registers.png
Other sequential cells in the stronger gray, the rest of the logic in the fainter gray.
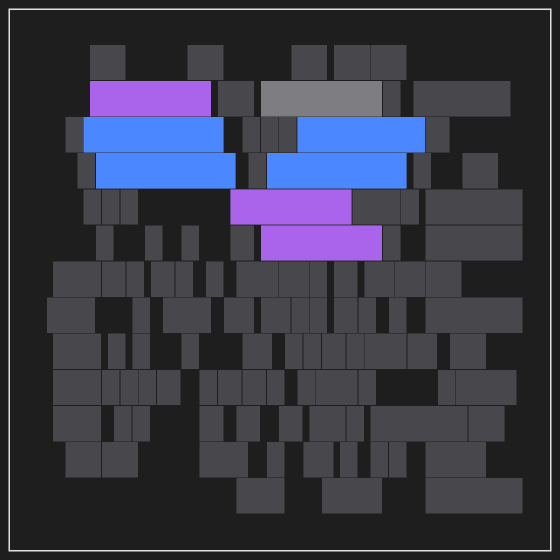
gate_families.png
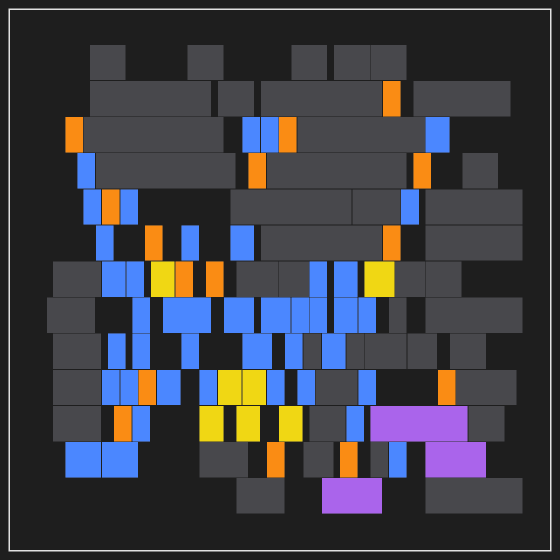
### config.mk
export PLATFORM = sky130hd
export DESIGN_NAME = gray_updown_counter
export DESIGN_NICKNAME = d
export VERILOG_FILES = /design/src/rtl/gray_updown_counter.sv
export SDC_FILE = /design/constraint.sdc
export NUM_CORES = 1
export LEC_CHECK = 0
export ABC_AREA = 1
export CAP_MARGIN = 10
export CORE_MARGIN = 2
export CORE_UTILIZATION = 44
export DETAILED_ROUTE_END_ITERATION = 10
export PLACE_DENSITY = 0.79
export SLEW_MARGIN = 5
export SYNTH_ARGS = -nofsm -noshare
export SYNTH_HDL_FRONTEND = slang
export SYNTH_SLANG_ARGS = --single-unit
### constraint.sdc
create_clock -name clk -period 1.8 [get_ports clk]
set_input_delay 0.27 -clock clk [delete_from_list [all_inputs] [get_ports clk]]
set_output_delay 0.27 -clock clk [all_outputs]
set_load 0.1 [all_outputs]
### src/rtl/gray_updown_counter.sv
// Up/down counter with registered binary and Gray-code outputs.
// The Gray output is taken directly from flops, so it is glitch-free and safe
// to hand to a pointer synchroniser in another clock domain.
module gray_updown_counter #(
  parameter int unsigned N         = 4,
  parameter bit          WRAP      = 1'b1,
  parameter bit          LOAD_GRAY = 1'b1
) (
  input  logic         clk,
  input  logic         rst,
  input  logic         clr,
  input  logic         load,
  input  logic [N-1:0] load_val,
  input  logic         enable,
  input  logic         up_dn,
  output logic [N-1:0] bin_count,
  output logic [N-1:0] gray_count,
  output logic         tc
);

  logic [N-1:0] load_bin;
  logic [N-1:0] next_bin;
  logic [N-1:0] next_gray;
  logic         next_tc;
  logic         at_edge;

  // Convert the load value to binary when it arrives Gray-coded (MSB-first prefix XOR)
  always_comb begin
    load_bin = load_val;
    if (LOAD_GRAY) begin
      load_bin[N-1] = load_val[N-1];
      for (int unsigned i = 1; i < N; i++) begin
        load_bin[N-1-i] = load_bin[N-i] ^ load_val[N-1-i];
      end
    end
  end

  // Next binary count and terminal-count flag: clr > load > enable > hold
  always_comb begin
    next_bin = bin_count;
    next_tc  = 1'b0;
    at_edge  = up_dn ? (bin_count == '1) : (bin_count == '0);
    if (clr) begin
      next_bin = '0;
    end else if (load) begin
      next_bin = load_bin;
    end else if (enable) begin
      next_tc = at_edge;
      if (at_edge) begin
        if (WRAP) begin
          next_bin = up_dn ? '0 : '1;
        end
      end else if (up_dn) begin
        next_bin = bin_count + 1'b1;
      end else begin
        next_bin = bin_count - 1'b1;
      end
    end
  end

  // Gray code is derived from the next binary value so both registers move on the same edge
  always_comb begin
    next_gray = next_bin ^ (next_bin >> 1);
  end

  // Output registers with asynchronous active-high reset
  always_ff @(posedge clk or posedge rst) begin
    if (rst) begin
      bin_count  <= '0;
      gray_count <= '0;
      tc         <= 1'b0;
    end else begin
      bin_count  <= next_bin;
      gray_count <= next_gray;
      tc         <= next_tc;
    end
  end

endmodule
==> flow_metrics.env <==
# physical design summary
export IMPL_path_depth=7
export IMPL_r2r_start="bin_count[1]"
export IMPL_cts_root_buf="clkbuf_4"
export IMPL_warnings=26
export IMPL_ys_types=21
export IMPL_logic_family="simple AND/OR/NAND/NOR gates"
export IMPL_fmax_mhz=599
export IMPL_mi_logic_area_sq_um=328
export IMPL_r2r_cells=7
export IMPL_synth_area_leader_cell="dfrtp_1"
export IMPL_place_hpwl_um=1110
export IMPL_gp_congestion=0.770
export IMPL_cts_tree="built"
export IMPL_finalClockPeriodUsage_pct=92.8
export IMPL_rows=13
export IMPL_routedWlPerCell_um=10.6
export IMPL_avgSynthCellArea_sq_um=6.88
export IMPL_crit_path_top_delay_cell="dfrtp_4"
export IMPL_io_buffers=18
export IMPL_synth_dominant_cell_count="nand2_1"
export IMPL_finalPower_uw=734
export IMPL_io_pins=19
export IMPL_grt_setup_unrepaired="false"
export IMPL_overflow=0
export IMPL_gr_usage_met3_pct=4.89
export IMPL_postRouteAntennaNets=0
export IMPL_use_met2_pct=35.7
export IMPL_relSlewSlack_pct=79.3
export IMPL_areaGrowthSynthToFinish_pct=50.5
export IMPL_synth_nets=99
export IMPL_post_cts_setup_buffers=0
export IMPL_htreeDepth=1
export IMPL_seqPwrFrac_pct=31.2
export IMPL_ff_type="dfrtp_1"
export IMPL_drc_errors=0
export IMPL_combinationalPowerShare_pct=51.3
export IMPL_fin_nets=124
export IMPL_p_leak_uw=0.000484
export IMPL_comb_power_uw=376
export IMPL_die_h_um=40.7
export IMPL_critPathCapture="gray_count[1]"
export IMPL_vias=618
export IMPL_whs_ns=0.267
export IMPL_top_register="bin_count"
export IMPL_clk_latency_ns=0.24
export IMPL_drt_iter0_drc=4
export IMPL_pg_clk_uw=128
export IMPL_crit_type="reg -> reg"
export IMPL_edf_count=0
export IMPL_clock_area_share_pct=2.53
export IMPL_status="finished, final reports clean"
export IMPL_crit_buf_inv=1
export IMPL_ys_ff=8
export IMPL_clk_path_buf_depth=2
export IMPL_r2r_end="gray_count[1]"
export IMPL_synthCells=86
export IMPL_routed_wl_um=1310
export IMPL_met3_length_um=61
export IMPL_drive_gt1_share_pct=24.8
export IMPL_core_sq_mm=0.00128
export IMPL_logic_gates=61
export IMPL_synthTopCellsByArea="dfrtp_1 (34%), nand2_1 (18%), inv_1 (8.9%)"
export IMPL_timing_final_ws_setup_ns=0.130
export IMPL_cp_data_required_time_ns=1.93
export IMPL_cts_hold_buf=0
export IMPL_ys_sh_mux_pct=0
export IMPL_crit_path_start_kind="register"
export IMPL_ys_cells=86
export IMPL_critPathMaxStageDelay_ns=0.52
export IMPL_grt_max_degree=10
export IMPL_track_usage_pct=19.4
export IMPL_met1_usage_pct=23.1
export IMPL_maxSlewViolCount=0
-- registers.png (at the start) --
color	name in the netlist	placed flops
purple	`gray_count`	3
blue	`bin_count`	4
not colored	1
Register Area: 213 sq um
Seq/total area: 23.9%
post-layout utilization of the core: 69.3%
Seq power: 229 uW

-- gate_families.png (at the start) --
color	family	cells	most used
orange	inverters	15	inv_1
blue	NAND gates	40	nand2_1
yellow	inverting AOI/OAI gates	7	a21oi_1
purple	adder and majority cells	3	ha_1
fin cells: 124
logic share of the area: 36.8%
Top cell excl fill/tap: nand2_1

Power figures rest on the tool's default switching activity, not on a simulated workload.
